$ cat src/rtl/bcd_scan_counter.sv
// rtl/bcd_scan_counter.sv - BCD up/down counter with load/clear and pipelined digit scanner
// Optional leading-zero blanking is enabled by defining LEADING_ZERO_BLANK_EN.
module bcd_scan_counter #(
   parameter int DIGITS   = 4,
   parameter int SCAN_DIV = 50000
) (
   input  logic                  iClk,
   input  logic                  iRst_n,
   input  logic                  iEn,
   input  logic                  iUp,
   input  logic                  iLoad,
   input  logic [4*DIGITS-1:0]   iLoadVal,
   input  logic                  iClear,
   output logic [4*DIGITS-1:0]   oBcd,
   output logic                  oCarry,
   output logic [3:0]            oDigit,
   output logic [DIGITS-1:0]     oSel
);

   localparam int PW = $clog2(SCAN_DIV);
   localparam int IW = (DIGITS > 1) ? $clog2(DIGITS) : 1;

   logic [PW-1:0]       presc;
   logic [IW-1:0]       idx;
   logic [IW-1:0]       idx_d;
   logic                sel_valid;
   logic [4*DIGITS-1:0] step_val;
   logic [4*DIGITS-1:0] load_val;
   logic                step_wrap;
   logic                ripple;
   logic [3:0]          cur_digit;
   logic [DIGITS-1:0]   sel_n;

   // Ripple carry/borrow through the digits; a ripple left over past the top digit is a wrap.
   always_comb begin
      logic [3:0] digit;
      step_val = oBcd;
      ripple   = 1'b1;
      digit    = 4'd0;
      for (int i = 0; i < DIGITS; i++) begin
         digit = oBcd[4*i +: 4];
         if (ripple) begin
            if (iUp) begin
               if (digit == 4'd9) begin
                  step_val[4*i +: 4] = 4'd0;
               end else begin
                  step_val[4*i +: 4] = digit + 4'd1;
                  ripple = 1'b0;
               end
            end else begin
               if (digit == 4'd0) begin
                  step_val[4*i +: 4] = 4'd9;
               end else begin
                  step_val[4*i +: 4] = digit - 4'd1;
                  ripple = 1'b0;
               end
            end
         end
      end
      step_wrap = ripple;
   end

   always_comb begin
      load_val = '0;
      for (int i = 0; i < DIGITS; i++) begin
         load_val[4*i +: 4] = (iLoadVal[4*i +: 4] > 4'd9) ? 4'd0 : iLoadVal[4*i +: 4];
      end
   end

   always_comb begin
      cur_digit = 4'd0;
      sel_n     = '1;
      for (int i = 0; i < DIGITS; i++) begin
         if (idx == IW'(i)) cur_digit = oBcd[4*i +: 4];
         if (idx_d == IW'(i)) sel_n[i] = 1'b0;
      end
   end

`ifdef LEADING_ZERO_BLANK_EN
   logic              blank_d;
   logic              blank_now;
   logic [DIGITS-1:0] upper_zero;

   // upper_zero[i]: digit i and every digit above it are zero.
   always_comb begin
      logic zacc;
      zacc       = 1'b1;
      upper_zero = '0;
      blank_now  = 1'b0;
      for (int i = DIGITS - 1; i >= 0; i--) begin
         zacc          = zacc & (oBcd[4*i +: 4] == 4'd0);
         upper_zero[i] = zacc;
      end
      for (int i = 1; i < DIGITS; i++) begin
         if (idx == IW'(i)) blank_now = upper_zero[i];
      end
   end

   always_ff @(posedge iClk) begin
      if (!iRst_n) blank_d <= 1'b0;
      else         blank_d <= blank_now;
   end
`else
   logic blank_d;
   assign blank_d = 1'b0;
`endif

   always_ff @(posedge iClk) begin
      if (!iRst_n) begin
         oBcd   <= '0;
         oCarry <= 1'b0;
      end else if (iClear) begin
         oBcd   <= '0;
         oCarry <= 1'b0;
      end else if (iLoad) begin
         oBcd   <= load_val;
         oCarry <= 1'b0;
      end else if (iEn) begin
         oBcd   <= step_val;
         oCarry <= step_wrap;
      end else begin
         oCarry <= 1'b0;
      end
   end

   // sel_valid keeps oSel dark until the index delay register holds a real sample.
   always_ff @(posedge iClk) begin
      if (!iRst_n) begin
         presc     <= '0;
         idx       <= '0;
         idx_d     <= '0;
         sel_valid <= 1'b0;
         oDigit    <= 4'd0;
         oSel      <= '1;
      end else begin
         if (presc == PW'(SCAN_DIV - 1)) begin
            presc <= '0;
            idx   <= (idx == IW'(DIGITS - 1)) ? '0 : idx + 1'b1;
         end else begin
            presc <= presc + 1'b1;
         end
         oDigit    <= cur_digit;
         idx_d     <= idx;
         sel_valid <= 1'b1;
         oSel      <= (sel_valid && !blank_d) ? sel_n : '1;
      end
   end

endmodule
$ cat config.mk
export PLATFORM = sky130hd
export DESIGN_NAME = bcd_scan_counter
export DESIGN_NICKNAME = d
export VERILOG_FILES = /design/src/rtl/bcd_scan_counter.sv
export SDC_FILE = /design/constraint.sdc
export NUM_CORES = 1
export LEC_CHECK = 0
export ABC_AREA = 1
export CAP_MARGIN = 20
export CORE_ASPECT_RATIO = 1.5
export CORE_UTILIZATION = 53
export CTS_CLUSTER_DIAMETER = 100
export DETAILED_ROUTE_END_ITERATION = 10
export GPL_ROUTABILITY_DRIVEN = 0
export PLACE_DENSITY = 0.85
export SYNTH_ARGS = -nofsm -noshare
export SYNTH_HDL_FRONTEND = slang
export SYNTH_SLANG_ARGS = --single-unit
$ cat constraint.sdc
create_clock -name iClk -period 1.82 [get_ports iClk]
set_input_delay 0.273 -clock iClk [delete_from_list [all_inputs] [get_ports iClk]]
set_output_delay 0.273 -clock iClk [all_outputs]
set_load 0.1 [all_outputs]
**Cells by drive strength**

Drawn at 4 px/um.
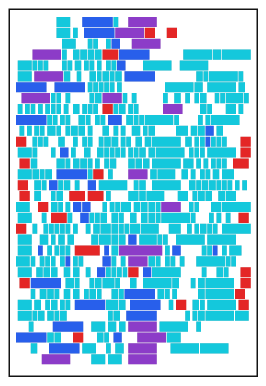
| color | size | cells | share | most used |
|---|---|---|---|---|
| purple | x6 and larger | 17 | 3.4% | buf_12 |
| blue | x2 | 37 | 7.5% | dfxtp_2 |
| red | x3 and x4 | 27 | 5.5% | buf_4 |
| cyan | x1 and smaller | 413 | 84% | nand2_1 |

**Cell density map**

Drawn at 4 px/um. 6 x 9 tiles, from dark blue (low) to red (high), 0 to 100% covered.
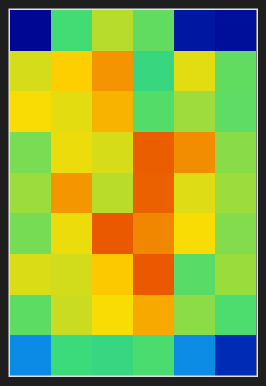
mean over tiles: 61%
densest ninth of the die: center
tiles over 75% full: 22%
fullest tile: 90%
nearly empty tiles: 1.9%

==> flow_summary_export.csv <==
group,metric,value,unit
sta,worst_pin_slew,0.327,ns
global_route,gr-total-overflow,0,
logic_synthesis,synth_seq_share,32.6,%
flow_run,drv_cap,0,
global_route,grtUsageMet3,4.27,%
clocking,ctsResizeCount,0,
sta,setup_tns,0,ns
cells_and_area,fin_area,3540,um2
detailed_routing,dr_wl_met2,3790,um
placed_design,dp_slack,0.0993,ns
worst_setup_path,timing.reg2reg.setup_slack,0.23,ns
logic_synthesis,synth_nets,474,
cells_and_area,comb_cells,330,
worst_setup_path,endpoint,"presc[13]$_SDFF_PP0_",
clocking,cts_made_buffers,5,
logic_synthesis,async_flop_share,0,%
floorplan,core_area,5120,um2
global_route,grt_util_met2,49.9,%
placed_design,dp_hpwl,5310,um
pwr,power-per-cell-area,666,nW/um2
cells_and_area,layout-drive-gt1-share,16.4,%
sta,postLayoutSetupSlackWorst,0.230,ns
logic_synthesis,top_area_share,32.6,%
outcome,status,"finished clean",
worst_setup_path,timing.rr.start,"presc[0]$_SDFF_PP0_",
detailed_routing,first_pass_iters,4,
cells_and_area,instances_no_fill,562,
worst_setup_path,path_cells,"ha_1 -> nand2_1 -> nor2_4 -> inv_2 -> nor2_1 -> nand2_1 -> nand2_2 -> nor3_1",
cells_and_area,lay_top_cells,"nand2_1 (109), nor2_1 (58), inv_1 (53), nand3_1 (38), a21oi_1 (35)",
sta,whs,0.435,ns
cells_and_area,ff_count,46,
logic_synthesis,yosys_most_used_dff,"dfxtp_1",
pwr,leakagePower,0.00158,uW
global_route,grt_busiest_layer,"met2",
logic_synthesis,synth_flops,46,
worst_setup_path,critPathRequiredTime,1.99,ns
clocking,cts_tree,"built",
sta,hold_viol,0,
cells_and_area,layout_top_cell,"nand2_1",
logic_synthesis,synth_area,2820,um2
cells_and_area,finalNetCount,520,
clocking,clk_pin_slew,0.08,ns
pwr,vdd_drop_max,0.489,mV
detailed_routing,drc,0,
global_route,met1_usage,26.5,%
detailed_routing,ant_nets,0,
worst_setup_path,critPathMaxStageDelay,0.36,ns
cells_and_area,comb-cell-share,45.4,%
global_route,grt_pass1_wl,11700,um
sta,relSlewSlack,78.1,%
sta,clock-skew-final,0.00409,ns
global_route,grt_max_degree,22,
cells_and_area,nClkBuffers,6,
worst_setup_path,cp_num_cells,8,
logic_synthesis,edf_count,0,
cells_and_area,logic_area,1610,um2
placed_design,io_buffers,46,
cells_and_area,largest_cell_class,"multi-input combinational cells",
cells_and_area,nNonClkBuffers,52,
global_route,first_global_vias,2849,
clocking,cts-root-buf,"clkbuf_8",
sta,rsz0062_at_grt,"false",
detailed_routing,drt_iter0_drc,146,
worst_setup_path,crit_family,"simple AND/OR/NAND/NOR gates",
clocking,cts_buffer_depth,2,
cells_and_area,seq_area,941,um2
cells_and_area,layout.nonclk_buf_share,16.4,%
floorplan,fp-utilization,55.1,%
worst_setup_path,crit_fanout,15,
sta,setup_viol,0,
sta,fmax,629,MHz
clocking,clk_latency,0.29,ns
clocking,hold_buffers,0,
worst_setup_path,startpoint,"presc[0]$_SDFF_PP0_",
detailed_routing,drt_wl_total,6790,um
floorplan,die_h,91.4,um
global_route,antenna_found_initial,0,
detailed_routing,top_layer,"met4",
logic_synthesis,synth.avg_cell_area,6.32,um2
min_path,hold_path.class,"register to register",
logic_synthesis,ys_cells,447,
worst_setup_path,start_kind,"register",
floorplan,die_x,61.6,um
logic_synthesis,top_cells_by_area,"dfxtp_1 (33%), nand2_1 (14%), nor2_1 (7.7%)",
logic_synthesis,yosys.cell_types.count,32,
detailed_routing,dr_wl_met3,316,um
worst_setup_path,worstPathArrival,1.76,ns
floorplan,ioPinCount,47,
flow_run,tool_warnings,29,
worst_setup_path,cpMostUsedCell,"nand2_1",
clocking,cts_max_level,2,
placed_design,dp_cells,554,
detailed_routing,vias,2963,
worst_setup_path,reg2reg_depth,8,
cells_and_area,clock_cell_area_share,3.11,%
logic_synthesis,synthCells,447,
detailed_routing,viasPerCell,5.27,
sta,period_needed,1.59,ns
worst_setup_path,endpoint_kind,"register",
logic_synthesis,yosys.area.top_type,"dfxtp_1",
worst_setup_path,path_class,"register to register",
worst_setup_path,r2r-end,"presc[13]$_SDFF_PP0_",
worst_setup_path,critPathSlowestCell,"dfxtp_1",
cells_and_area,area_growth,25.4,%
placed_design,dpl_cell_area,3430,um2
sta,period_used_share,87.3,%
clocking,cts.sinks,46,
sta,finalMaxSlewViolations,0,
worst_setup_path,path_buffers,1,
clocking,post-cts-setup-buffers,0,
cells_and_area,inverters,58,
floorplan,dieArea,5630,um2
floorplan,rows,32,
logic_synthesis,yosysChipArea,2820,um2
global_route,track_usage,26.7,%
logic_synthesis,ys_warn_count,0,
cells_and_area,diodes,0,
detailed_routing,wl_met1,2540,um
detailed_routing,routedWlPerCell,12.1,um
**Placed standard cells**

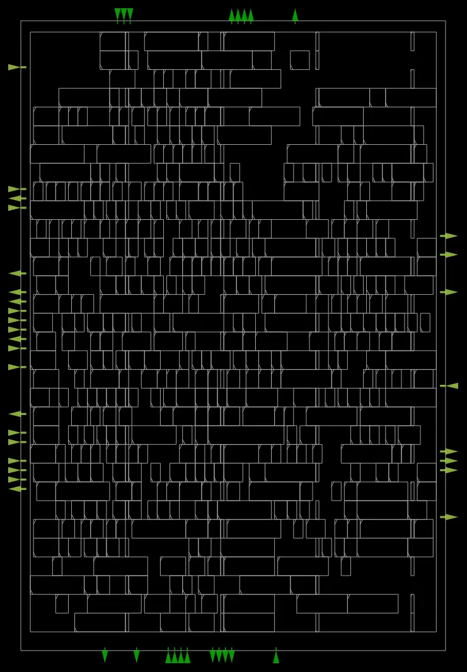
Tap Cells: 68
flop share of the area: 26.6%
Fillers: 470
final core occ: 69.1%

[registers in the layout, summed over array words and instances, names as in the netlist]
| register | count |
|---|---|
| idx | 2 |
| idx_d | 2 |
| oBcd | 16 |
| oCarry | 1 |
| oDigit | 4 |
| oSel | 4 |
| presc | 16 |
| sel_valid | 1 |
[worst min path at each step]
stage	depth (start not counted)	from	to
global placement	1	idx_d[1]$_SDFF_PN0_	oSel[3]$_SDFF_PN1_
detailed placement	1	idx_d[0]$_SDFF_PN0_	oSel[1]$_SDFF_PN1_
global route	1	idx_d[1]$_SDFF_PN0_	oSel[2]$_SDFF_PN1_
floorplan	0	iRst_n	sel_valid$_DFF_P_
finish	1	idx_d[1]$_SDFF_PN0_	oSel[3]$_SDFF_PN1_
CTS	1	idx_d[1]$_SDFF_PN0_	oSel[3]$_SDFF_PN1_
[where the power goes]
part / internal, uW / switching [uW]
registers: 1040 / 40.9
logic: 186 / 342
clock network: 410 / 343
[synth_stat cells, drive strengths merged, types with 5 or more instances]
master and count:
nand2 116, a21oi 35, nand3 40, nor2 70
dfxtp 46, buf 9, nor3 10, ha 5
o21ai 28, nand4 5, inv 58
[cell families (layout without fill, tap and decap cells)]
family | Yosys count | after routing | share of synthesized area (%)
simple gates | 247 | 247 | 39.3
compound gates | 73 | 73 | 13.8
buf+inv | 71 | 118 | 10.5
flops | 46 | 46 | 32.6
fa+ha+maj | 5 | 5 | 2.22
xor+xnor | 5 | 5 | 1.55
[stage by stage]
step	power (uW)	utilization [%]
6_report	2360	69.1
5_1_grt	2470	69.1
4_1_cts	2360	69.1
3_5_place_dp	1630	67.0
3_3_place_gp	1620	67.0
2_1_floorplan	1460	-
Power is estimated from default activity; no workload was simulated.
